power_grid.png
Scale bar: 20 um. Pins as bars on the die edge.
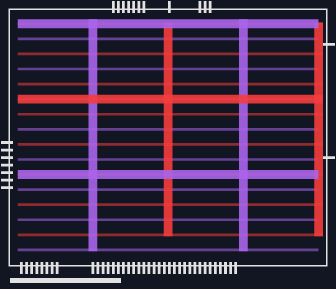
wires.png
Scale bar: 20 um. Only two layers are drawn.
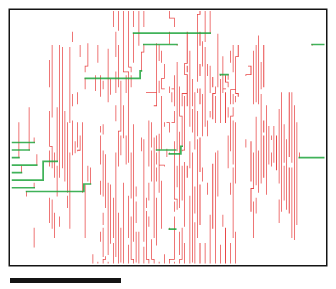
placement_by_type.png
Fill, decap, tap and diode cells in gray.
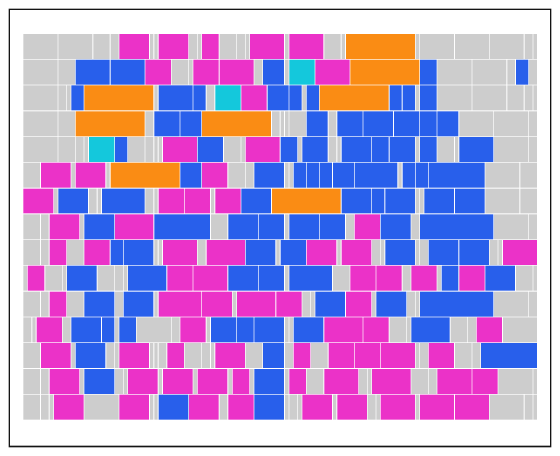
clk_routes.png
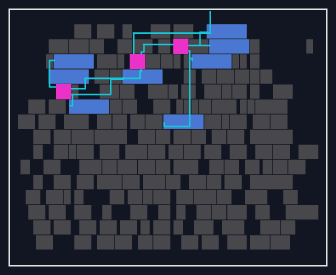
clocks.png
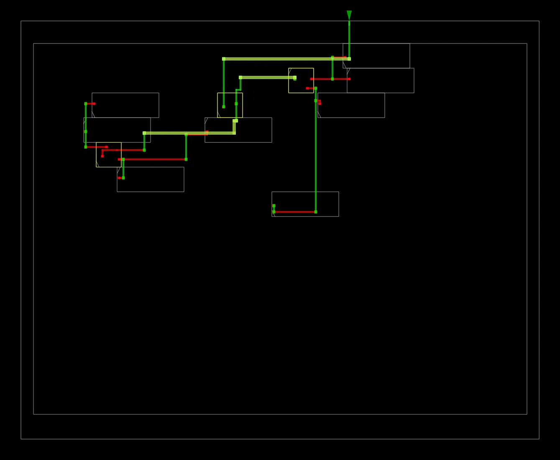
`src/rtl/hazard_ctrl.sv`:
```
// Hazard unit for a 5-stage MIPS-style pipeline: forwarding, load-use stall, branch flush,
// multi-cycle MDU stall and optional debug halt/step (enabled by defining HAZARD_DEBUG_EN).
module hazard_ctrl #(
   parameter int MDU_LAT = 4
) (
   input  logic       clk,
   input  logic       rst,
   input  logic [4:0] rs_D,
   input  logic [4:0] rt_D,
   input  logic [4:0] rs_E,
   input  logic [4:0] rt_E,
   input  logic [4:0] write_reg_E,
   input  logic       reg_write_E,
   input  logic       mem_to_reg_E,
   input  logic [4:0] write_reg_M,
   input  logic [4:0] write_reg_W,
   input  logic       reg_write_M,
   input  logic       reg_write_W,
   input  logic       pc_src_M,
   input  logic       mdu_op_D,
   input  logic       halt_req,
   input  logic       step_req,
   output logic       stall_F,
   output logic       stall_D,
   output logic       flush_D,
   output logic       flush_E,
   output logic [1:0] forward_a_E,
   output logic [1:0] forward_b_E,
   output logic       mdu_busy,
   output logic       halted,
   output logic [1:0] fsm_state
);

   typedef enum logic [1:0] {
      RUN      = 2'd0,
      MDU_WAIT = 2'd1,
      HALT     = 2'd2,
      STEP     = 2'd3
   } state_t;

   state_t     state, state_nxt;
   logic [3:0] cnt, cnt_nxt;
   logic       busy_q, halted_q;
   logic       lw_stall;
   logic       stall_any;

   // write_reg_E/reg_write_E are not needed: Decode has no compare-in-Decode branch path.
   logic unused_inputs;
   assign unused_inputs = ^{write_reg_E, reg_write_E};

`ifndef HAZARD_DEBUG_EN
   logic unused_dbg;
   assign unused_dbg = ^{halt_req, step_req};
`endif

   always_comb begin
      forward_a_E = 2'b00;
      if (reg_write_M && (write_reg_M != 5'd0) && (write_reg_M == rs_E))
         forward_a_E = 2'b10;
      else if (reg_write_W && (write_reg_W != 5'd0) && (write_reg_W == rs_E))
         forward_a_E = 2'b01;

      forward_b_E = 2'b00;
      if (reg_write_M && (write_reg_M != 5'd0) && (write_reg_M == rt_E))
         forward_b_E = 2'b10;
      else if (reg_write_W && (write_reg_W != 5'd0) && (write_reg_W == rt_E))
         forward_b_E = 2'b01;
   end

   assign lw_stall = mem_to_reg_E && (rt_E != 5'd0) && ((rt_E == rs_D) || (rt_E == rt_D));

   always_comb begin
      state_nxt = state;
      cnt_nxt   = cnt;
      case (state)
         RUN: begin
            if (!pc_src_M) begin
               if (mdu_op_D && !lw_stall) begin
                  state_nxt = MDU_WAIT;
                  cnt_nxt   = 4'(MDU_LAT - 1);
               end
`ifdef HAZARD_DEBUG_EN
               else if (halt_req) begin
                  state_nxt = HALT;
               end
`endif
            end
         end
         MDU_WAIT: begin
            // A taken branch kills the wait; the mul/div is on the wrong path.
            if (pc_src_M || (cnt == 4'd0)) begin
               state_nxt = RUN;
               cnt_nxt   = 4'd0;
            end else begin
               cnt_nxt = cnt - 4'd1;
            end
         end
`ifdef HAZARD_DEBUG_EN
         HALT: begin
            if (!halt_req)
               state_nxt = RUN;
            else if (step_req)
               state_nxt = STEP;
         end
         STEP: begin
            if (mdu_op_D && !lw_stall && !pc_src_M) begin
               state_nxt = MDU_WAIT;
               cnt_nxt   = 4'(MDU_LAT - 1);
            end else begin
               state_nxt = HALT;
            end
         end
`endif
         default: state_nxt = RUN;
      endcase
   end

   always_ff @(posedge clk) begin
      if (rst) begin
         state    <= RUN;
         cnt      <= 4'd0;
         busy_q   <= 1'b0;
         halted_q <= 1'b0;
      end else begin
         state    <= state_nxt;
         cnt      <= cnt_nxt;
         busy_q   <= (state_nxt == MDU_WAIT);
         halted_q <= (state_nxt == HALT);
      end
   end

   assign stall_any = lw_stall | busy_q | halted_q;

   // Reset keeps a bubble in Execute; a taken branch beats every stall source.
   always_comb begin
      stall_F = 1'b0;
      stall_D = 1'b0;
      flush_D = 1'b0;
      flush_E = 1'b0;
      if (rst) begin
         flush_E = 1'b1;
      end else if (pc_src_M) begin
         flush_D = 1'b1;
         flush_E = 1'b1;
      end else begin
         stall_F = stall_any;
         stall_D = stall_any;
         flush_E = stall_any;
      end
   end

   assign mdu_busy  = busy_q & ~rst;
`ifdef HAZARD_DEBUG_EN
   assign halted    = halted_q & ~rst;
`else
   assign halted    = 1'b0;
`endif
   assign fsm_state = state;

endmodule

```
`config.mk`:
```
export PLATFORM = sky130hd
export DESIGN_NAME = hazard_ctrl
export DESIGN_NICKNAME = d
export VERILOG_FILES = /design/src/rtl/hazard_ctrl.sv
export SDC_FILE = /design/constraint.sdc
export NUM_CORES = 1
export LEC_CHECK = 0
export CORE_ASPECT_RATIO = 0.8
export CORE_MARGIN = 1
export CORE_UTILIZATION = 35
export DETAILED_ROUTE_END_ITERATION = 12
export PLACE_DENSITY = 0.75
export RECOVER_POWER = 25
export SLEW_MARGIN = 20
export SYNTH_ARGS = -nofsm -noshare
export SYNTH_HDL_FRONTEND = slang
export SYNTH_SLANG_ARGS = --single-unit
```
`constraint.sdc`:
```
create_clock -name clk -period 2.5 [get_ports clk]
set_input_delay 0.5 -clock clk [delete_from_list [all_inputs] [get_ports clk]]
set_output_delay 0.5 -clock clk [all_outputs]
set_load 0.01 [all_outputs]
```
==> GITHUB_STEP_SUMMARY <==
## Implementation flow summary

| Metric | Value |
|---|---|
| Top Ports | 57 |
| Reg power frac | 31.2% |
| Total grt overflow | 0 |
| DR pass1 iterations | 4 |
| Power Clock | 97.6 uW |
| First-pass GRT wire length | 4720 um |
| Area delta synth->final | 84.5% |
| Clock share of power | 22.4% |
| PnR worst setup slack | 45.6 ps |
| Worst flop-to-flop path endpoint | cnt[0] |
| Max layer used | met4 |
| Critical path launch point | write_reg_M[3] |
| Initial antenna violation count | 0 |
| Max-slew violations | 0 |
| Die width | 57 um |
| Hold Path Sink | cnt[3] |
| Worst path required time | 2000 ps |
| DIE AREA | 0.00262 mm2 |
| Hold Startpoint | cnt[3] |
| DP Wirelength | 2430 um |
| Total negative setup slack | 0 ps |
| Yosys top cell by area | xor2_1 |
| Worst VDD drop | 0.000236 V |
| Max-cap viol count | 0 |
| Remaining DRCs | 0 |
| Number of I/O port buffers | 47 |
| Met3 Usage GRT | 5.40% |
| Sequential Power | 136 uW |
| Syn Inst Count | 105 |
| Metal2 WL | 1580 um |
| Met1 WL | 1280 um |
| Core area | 0.00221 mm2 |
| Clock transition at path regs | 50 ps |
| Hold depth | 2 |
| Top pwr grp | combinational cells |
| Worst-path fanout max | 2 |
| # rows | 15 |
| Tmin final | 2450 ps |
| Post-Syn Area | 847 um2 |
| Top reg by flops | cnt |
| ANT nets after route | 0 |
| Internal | 298 uW |
| Worst Setup EP | forward_a_E[0] |
| Critical path class | in -> out |
| Met2 Resource Use GR | 46.8% |
| Total GRT Usage | 24.6% |
| Vias in the first global route | 1015 |
| R2R Setup Slk | 930 ps |
| H-tree depth | 1 |
| # setup viols final | 0 |
| RR Startpoint | cnt[0] |
| Routed vias | 1028 |
| Comb power frac | 46.4% |
| Layout Nets | 225 |
| Max Freq | 407 MHz |
| CTS tree | done |
| HP Class | reg -> reg |
| Distinct lib cells | 34 |
| FF-to-FF path depth | 6 |
| Hold slack | 518 ps |
| Initial DRC count | 29 |
| # Cells Yosys | 105 |
| Sw Ratio | 31.8% |
| Cell Pwr Density | 279 mW/mm2 |
| Arrival time at the worst endpoint | 1950 ps |
| #FFs+latches synth | 8 |
| Max FFs per register | 4 |
| Mapped Avg Cell Area | 8.07 um2 |
| Critical Path Start Type | primary input |
| Combinational power | 202 uW |
| Routed length on met3 | 89 um |
| Yosys warnings | 0 |
| Die Ht | 46 um |
| LEAKAGE | 0.000678 uW |
| Average wire per standard cell | 14.7 um |
| Dpl ws | -734 ps |
| Fraction of registers with async set/reset | 0% |
| Area contributors post-synth | xor2_1, dfxtp_1, xnor2_1, nor2_1, or4_1 |
| DRT Wirelength | 2970 um |
| Status | finished, final reports clean |
| Root buffer cell | clkbuf_4 |
| Switching pwr | 139 uW |
| Clock Skew | 3.49 ps |
| Final hold viol count | 0 |
| Part of the cycle the worst path needs | 98.2% |
| Top cell area share | 24.8% |
| Core Density at Floorplan | 38.2% |
| Commonest flop | dfxtp_1 |
| Pwr Total | 437 uW |
| GR Util met1 | 28.8% |
| Flip-flops with a built-in enable | 0 |
| Gr busiest metal | met2 |
| RSZ-0062 raised after global routing | no |
| Vias per cell | 5.09 |
| CP endpoint kind | output pin |
| Layout cells sized above 1 | 30.5% |
Notes on power_grid.png above:
- purple: VSS
- red: VDD
- signal pins: 57
- rows: 15

Notes on wires.png above:
- red: metal 2 (wire length 1580 um)
- green: metal 3 (wire length 89.6 um)

Notes on placement_by_type.png above:
- blue: combinational and other logic (cells 91; share of their area 47%)
- orange: sequential cells (cells 8; share of their area 10%)
- cyan: clock drivers (cells 3; share of their area 1.5%)
- magenta: remaining buffers and delay cells (cells 75; share of their area 41%)

Notes on clk_routes.png above:
- magenta: clock drivers (count 3)
- cyan: clock wires (length 105 um)
- blue: flip-flops (count 8)
- routed clock nets: 4

Notes on clocks.png above:
CTS Buf Count: 3
clk sinks: 8
worst skew pair latency: 250 ps
# clk buffers: 3
Flop Count: 8

timing repair:
item / CTS / global route
hold buffers: 0 / 0
setup buffers: 1 / 0
pin swaps: 23 / 9
setup endpoints to repair: 7 / 5
resized: 81 / 9
synthesized netlist by cell type, types with 4 or more instances:
master / number
xnor2_1: 6
buf_2: 4
nor2_1: 8
nor2b_1: 4
nor4_1: 4
or4_1: 4
xor2_1: 24
dfxtp_1: 8
cell families (layout without fill, tap and decap cells):
family	Yosys count	after routing	share of synthesized area, %
flops	8	8	18.9
fa+ha+maj	1	1	1.48
compound gates	20	20	17.9
other cells	1	3	0.443
buf+inv	11	81	7.24
xor+xnor	30	30	31.0
simple gates	34	34	23.0
stage by stage:
stage          instances  utilization [%]  area [um2]
2_1_floorplan        107                -         855
3_3_place_gp         198             68.1        1510
3_5_place_dp         198             68.1        1510
4_1_cts              202             69.9        1550
5_1_grt              202             70.6        1560
6_report             202             70.6        1560
critical path, cell delays in order:
cell and delay (ps):
clkdlybuf4s15_1 180, or4_4 550, o21ai_4 210, nor4_4 60
nor4_2 280, buf_2 170
cells in the final DEF, fill, tap and decap left out, types with 3 or more instances in the layout:
cell type        Yosys  routed
buf_4                2      25
xor2_1              24      24
dlygate4sd2_1        0      21
clkdlybuf4s50_1      0       9
nor2_1               8       8
dfxtp_1              8       8
buf_2                4       7
xnor2_1              6       5
nor2b_1              4       4
buf_6                1       4
clkdlybuf4s15_1      0       4
or4_1                4       3
inv_1                3       3
a21oi_1              3       3
o21a_1               3       3
a211oi_1             3       3
conb_1               1       3
clkbuf_4             0       3
final cells by class:
cell class / instances / area (um2)
flip-flops and latches: 8 / 160
repair buffers: 75 / 631
well taps: 25 / 31.3
inverters: 3 / 11.3
clock buffers: 3 / 22.5
multi-input cells: 88 / 707
fillers: 179 / 652
No activity file was given, so power comes from the tool's default toggle rates.
